### config.mk
export PLATFORM = sky130hd
export DESIGN_NAME = alarm_ctrl
export DESIGN_NICKNAME = d
export VERILOG_FILES = /design/src/rtl/alarm_ctrl.sv
export SDC_FILE = /design/constraint.sdc
export NUM_CORES = 1
export LEC_CHECK = 0
export CAP_MARGIN = 20
export CORE_MARGIN = 4
export CORE_UTILIZATION = 54
export DETAILED_ROUTE_END_ITERATION = 7
export GPL_TIMING_DRIVEN = 0
export PLACE_DENSITY = 0.78
export REMOVE_ABC_BUFFERS = 1
export SLEW_MARGIN = 20
export SYNTH_ARGS = -nofsm -noshare
export SYNTH_HDL_FRONTEND = slang
export SYNTH_SLANG_ARGS = --single-unit
### constraint.sdc
create_clock -name clk -period 3.5 [get_ports clk]
set_input_delay 0.35 -clock clk [delete_from_list [all_inputs] [get_ports clk]]
set_output_delay 0.35 -clock clk [all_outputs]
set_load 0.05 [all_outputs]
### src/rtl/alarm_ctrl.sv
// Alarm-clock controller: day/hour/minute timekeeping, one programmable alarm,
// and the IDLE/RING/SNOOZE sounder state machine. All outputs are registered.
module alarm_ctrl #(
    parameter int SNOOZE_MIN   = 9,
    parameter int RING_MAX_MIN = 30
) (
    input  logic       clk,
    input  logic       rst_n,
    input  logic       tick_min,
    input  logic       set_time,
    input  logic       set_alarm,
    input  logic [2:0] day_in,
    input  logic [4:0] hour_in,
    input  logic [5:0] min_in,
    input  logic       alarm_en,
    input  logic       snooze,
    input  logic       stop,
    output logic       alrm,
    output logic [2:0] day,
    output logic [4:0] hour,
    output logic [5:0] minute,
    output logic [1:0] state
);

    typedef enum logic [1:0] {
        IDLE   = 2'd0,
        RING   = 2'd1,
        SNOOZE = 2'd2
    } state_t;

    localparam logic [5:0] SNOOZE_LOAD = 6'(SNOOZE_MIN);
    localparam logic [5:0] RING_LIMIT  = 6'(RING_MAX_MIN);

    state_t     state_q, state_d;
    logic       alrm_q, alrm_d;
    logic [2:0] day_q, day_d;
    logic [4:0] hour_q, hour_d;
    logic [5:0] min_q, min_d;
    logic [4:0] alarm_hour_q, alarm_hour_d;
    logic [5:0] alarm_min_q, alarm_min_d;
    logic [5:0] ring_cnt_q, ring_cnt_d;
    logic [5:0] snooze_cnt_q, snooze_cnt_d;

    logic time_ok, alarm_ok, load_time, tick, match;

    // Armed weekdays are codes 0, 2 and 4.
    function automatic logic day_ok(input logic [2:0] d);
        return !d[0] & (!d[2] | !d[1]);
    endfunction

    assign alarm_ok  = (hour_in <= 5'd23) && (min_in <= 6'd59);
    assign time_ok   = alarm_ok && (day_in <= 3'd6);
    assign load_time = set_time & time_ok;
    assign tick      = tick_min & ~load_time;

    always_comb begin
        day_d        = day_q;
        hour_d       = hour_q;
        min_d        = min_q;
        alarm_hour_d = alarm_hour_q;
        alarm_min_d  = alarm_min_q;
        state_d      = state_q;
        ring_cnt_d   = ring_cnt_q;
        snooze_cnt_d = snooze_cnt_q;
        match        = 1'b0;

        if (load_time) begin
            day_d  = day_in;
            hour_d = hour_in;
            min_d  = min_in;
        end else if (tick) begin
            if (min_q == 6'd59) begin
                min_d = 6'd0;
                if (hour_q == 5'd23) begin
                    hour_d = 5'd0;
                    day_d  = (day_q == 3'd6) ? 3'd0 : day_q + 3'd1;
                end else begin
                    hour_d = hour_q + 5'd1;
                end
            end else begin
                min_d = min_q + 6'd1;
            end
        end

        if (set_alarm && alarm_ok) begin
            alarm_hour_d = hour_in;
            alarm_min_d  = min_in;
        end

        // A trigger is judged on the post-tick time against the alarm held before this edge.
        match = tick && (hour_d == alarm_hour_q) && (min_d == alarm_min_q) && day_ok(day_d);

        if (!alarm_en || stop) begin
            state_d = IDLE;
        end else begin
            case (state_q)
                IDLE: begin
                    if (!snooze && match) begin
                        state_d    = RING;
                        ring_cnt_d = 6'd0;
                    end
                end
                RING: begin
                    if (snooze) begin
                        state_d      = SNOOZE;
                        snooze_cnt_d = SNOOZE_LOAD;
                    end else if (tick) begin
                        ring_cnt_d = (ring_cnt_q == 6'd63) ? ring_cnt_q : ring_cnt_q + 6'd1;
                        if (ring_cnt_d == RING_LIMIT) state_d = IDLE;
                    end
                end
                SNOOZE: begin
                    if (tick) begin
                        snooze_cnt_d = (snooze_cnt_q == 6'd0) ? 6'd0 : snooze_cnt_q - 6'd1;
                        if (snooze_cnt_d == 6'd0) begin
                            state_d    = RING;
                            ring_cnt_d = 6'd0;
                        end
                    end
                end
                default: state_d = IDLE;
            endcase
        end

        alrm_d = (state_d == RING);
    end

    always_ff @(posedge clk or negedge rst_n) begin
        if (!rst_n) begin
            state_q      <= IDLE;
            alrm_q       <= 1'b0;
            day_q        <= 3'd0;
            hour_q       <= 5'd0;
            min_q        <= 6'd0;
            alarm_hour_q <= 5'd0;
            alarm_min_q  <= 6'd0;
            ring_cnt_q   <= 6'd0;
            snooze_cnt_q <= 6'd0;
        end else begin
            state_q      <= state_d;
            alrm_q       <= alrm_d;
            day_q        <= day_d;
            hour_q       <= hour_d;
            min_q        <= min_d;
            alarm_hour_q <= alarm_hour_d;
            alarm_min_q  <= alarm_min_d;
            ring_cnt_q   <= ring_cnt_d;
            snooze_cnt_q <= snooze_cnt_d;
        end
    end

    assign alrm   = alrm_q;
    assign day    = day_q;
    assign hour   = hour_q;
    assign minute = min_q;
    assign state  = state_q;

endmodule

run_1/closeup.png
Window x 18 to 58, y 3 to 43 um. Cells in gray, sequential cells in the stronger gray; small squares are vias.
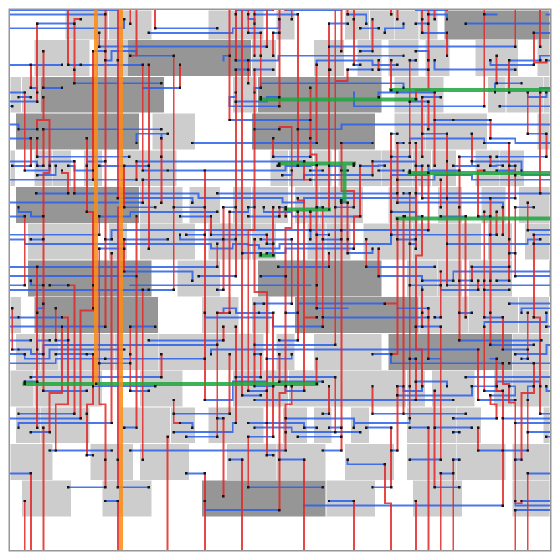
M3: in green. M4: in orange. M1: in blue. M2: in red.
Most frequent: clkdlybuf4s50_1 (16), dfrtp_1 (13), xnor2_1 (12). 122 logic cells have their middle in the window. Netlist names of flops here include alarm_min_q (4), alarm_hour_q (3), hour (3). Sequential cells in the window: 13.

run_1/layers.png
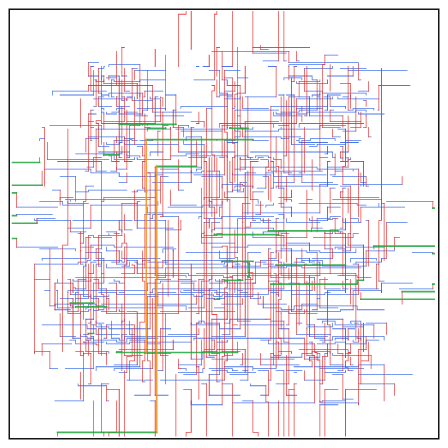
M2: in red, wire length 2,850 um. M1: in blue, wire length 2,850 um. M3: in green, wire length 209 um. M4: in orange, wire length 85.7 um.
drt total wl: 5990 um
vias: 2,236

run_1/placed.png
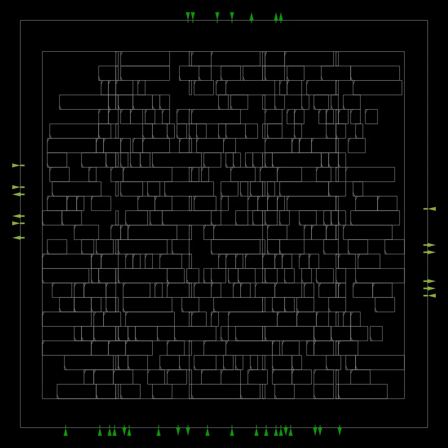
Fill cells: 370
sequential share of cell area: 32.5%

## run 1: worst max path at each step
stage / endpoint / slack, ns / depth (start not counted)
floorplan: ring_cnt_q[5] / 0.46 / 10
global placement: ring_cnt_q[5] / -0.12 / 10
detailed placement: ring_cnt_q[5] / -0.11 / 10
CTS: ring_cnt_q[5] / 0.15 / 10
global route: ring_cnt_q[5] / 0.03 / 10
finish: ring_cnt_q[5] / 0.21 / 10
## run 1: flip-flops by register name, summed over array words and instances (netlist names)
signal / cells
alarm_hour_q: 5
day: 3
alrm: 1
state: 2
minute: 6
hour: 5
alarm_min_q: 6
ring_cnt_q: 6
snooze_cnt_q: 6
==> flow_metrics.py, run 1 <==
# Auto-generated metrics
metrics = {
    "hold_path": {
        "hold_path_class": "input port to async pin",
    },
    "critical_path": {
        "crit_required_ns": 3.73,
        "reg2reg_depth": 10,
        "cp-start-kind": "input port",
        "critPathMaxFanout": 12,
    },
    "layout": {
        "register_area_um2": 1000,
        "final_cells": 366,
        "comb_area_share_pct": 48.0,
        "final_nets": 341,
        "nMultiInputCombCells": 217,
        "postLayoutCellArea_um2": 3080,
        "final_layout_size_suffix_gt1_share_pct": 10.2,
        "lay_top_count": "dfrtp_1",
    },
    "clock_tree": {
        "h-tree-depth": 2,
        "post_cts_buffers": 0,
        "cts_root_buffer": "clkbuf_8",
        "clk_pin_slew_ns": 0.08,
        "cts_made_buffers": 5,
    },
    "run": {
        "tool_warnings": 26,
    },
    "run_status": {
        "outcome": "finished clean",
    },
    "pwr": {
        "p_leak_nw": 1.22,
        "powerClk_mw": 0.340,
        "swShare_pct": 37.7,
    },
    "synthesis": {
        "synth_area_um2": 2540,
        "top_cells_by_count": "dfrtp_1, nand2_1, nor2_1",
        "adder_share_pct": 2.46,
        "most_common_cell": "dfrtp_1",
        "ys_sh_aoi_pct": 19.3,
        "edf_count": 0,
    },
    "sta": {
        "tns_ns": 0,
        "final_max_slew_viol_count": 0,
        "finalHoldViolCount": 0,
        "rsz0062_at_grt": "no",
        "clock_skew_ns": 0.0134,
        "fin_crit_ns": 3.29,
    },
    "detailed_routing": {
        "wl_met3_um": 208,
        "top_layer": "met4",
        "drt_iter0_markers": 143,
    },
    "die": {
        "floorplan.core_util_pct": 57.2,
    },
    "global_routing": {
        "gr-usage-met2_pct": 34.2,
    },
}
==> run 1 -> run 2 <==
Settings changed: CAP_MARGIN 20 to 10, PLACE_DENSITY 0.78 to 0.9, SKIP_CTS_REPAIR_TIMING set to 1.
run_2/closeup.png
Window x 18 to 58, y 3 to 43 um. Cells in gray, sequential cells in the stronger gray; small squares are vias.
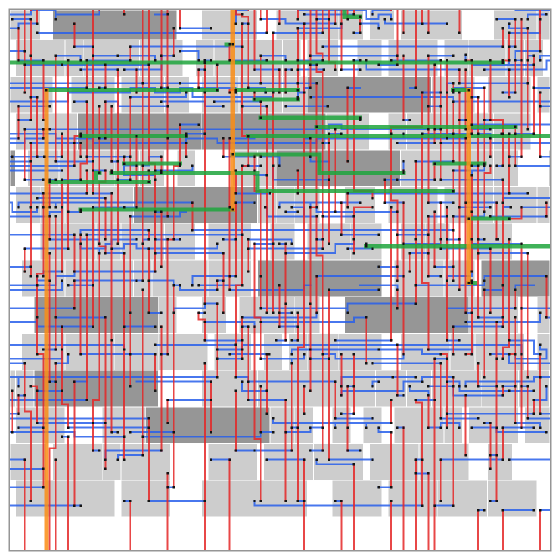
M1: in blue. M2: in red. M4: in orange. M3: in green.
Most frequent: clkdlybuf4s50_1 (17), dfrtp_1 (12), a21oi_1 (11). Netlist names of flops here include alarm_min_q (3), hour (3), alarm_hour_q (2). 142 logic cells have their middle in the window. Sequential cells in the window: 12.

run_2/placed.png
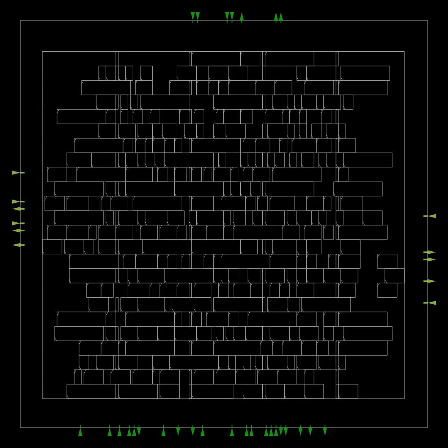
core area: 4440 um^2
Util after Layout: 69.3%
Tap Cells: 52
registers: 40

run_2/clock_wires.png
Bar = 20 um.
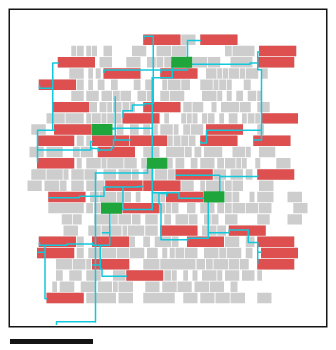
clock-net drivers: in green, count 5. flip-flops: in red, count 40. clock wires: in cyan, length 526 um.
Position of the flops: all over the die.

==> flow_metrics.py, run 2 <==
# Auto-generated metrics
metrics = {
    "detailed_routing": {
        "wl_met3_um": 306,
        "drt_iter0_markers": 138,
        "wl_met2_um": 3000,
        "via_count": 2259,
        "top_layer": "met4",
        "drtAntennaViolNets": 0,
        "wl_um": 5960,
    },
    "synthesis": {
        "ys_sh_aoi_pct": 19.3,
        "most_common_cell": "dfrtp_1",
        "synth.largest_area_cell": "dfrtp_1",
        "edf_count": 0,
        "adder_share_pct": 2.46,
        "top_cells_by_count": "dfrtp_1, nand2_1, nor2_1",
        "synth_area_um2": 2540,
        "ys_sh_mux_pct": 6.40,
    },
    "die": {
        "ioPinCount": 39,
        "placementRows": 24,
        "die_area_um2": 5860,
        "floorplan.core_util_pct": 57.2,
    },
    "sta": {
        "fin_crit_ns": 3.06,
        "rsz0062_at_grt": "no",
        "final_max_slew_viol_count": 0,
        "tns_ns": 0,
        "clock_skew_ns": 0.0114,
        "finalHoldViolCount": 0,
        "clock.fmax_mhz": 327,
    },
    "global_routing": {
        "grtUsageTotal_pct": 22.0,
        "gr-usage-met2_pct": 38.0,
    },
    "critical_path": {
        "crit_end": "ring_cnt_q[5]",
        "critPathMaxFanout": 8,
        "r2r_setup_slack_ns": 0.44,
        "reg2reg_depth": 10,
        "regToRegEndpoint": "ring_cnt_q[5]",
        "crit_required_ns": 3.74,
        "crit_family": "simple AND/OR/NAND/NOR gates",
        "cp-start-kind": "flop",
        "cp.depth": 10,
    },
    "layout": {
        "postLayoutCellArea_um2": 3080,
        "final_nets": 341,
        "lay_top_count": "dfrtp_1",
        "final_layout_size_suffix_gt1_share_pct": 10.2,
    },
    "pwr": {
        "p_leak_nw": 1.23,
        "powerClk_mw": 0.323,
        "swShare_pct": 38.3,
    },
    "clock_tree": {
        "h-tree-depth": 2,
        "cts_tree": "yes",
        "cts_root_buffer": "clkbuf_8",
        "numClockSinks": 40,
        "clk_pin_slew_ns": 0.08,
        "cts_made_buffers": 5,
    },
    "placement": {
        "gp_congestion": 0.754,
    },
    "run_status": {
        "outcome": "finished clean",
    },
    "hold_path": {
        "hold_path_class": "input port to async pin",
    },
    "run": {
        "tool_warnings": 26,
    },
}
## run 2: cell counts after synthesis
No cell type changed its count.
## run 2: stage by stage
stage | power (mW) | setup WS [ns] | instances
global placement | 1.09 | -0.0566 | 357
detailed placement | 1.11 | -0.0848 | 358
floorplan | 0.930 | 0.458 | 267
finish | 1.43 | 0.443 | 367
global route | 1.51 | 0.138 | 367
CTS | 1.43 | 0.190 | 366
## run 2: cell type report
class | instances | area [um^2]
clock buffers | 6 | 82.6
repair buffers | 40 | 408
well taps | 52 | 65.1
multi-input cells | 217 | 1480
fillers | 344 | 1360
flip-flops and latches | 40 | 1000
clock inverters | 2 | 10.0
inverters | 10 | 37.5
No activity file was given, so power comes from the tool's default toggle rates.
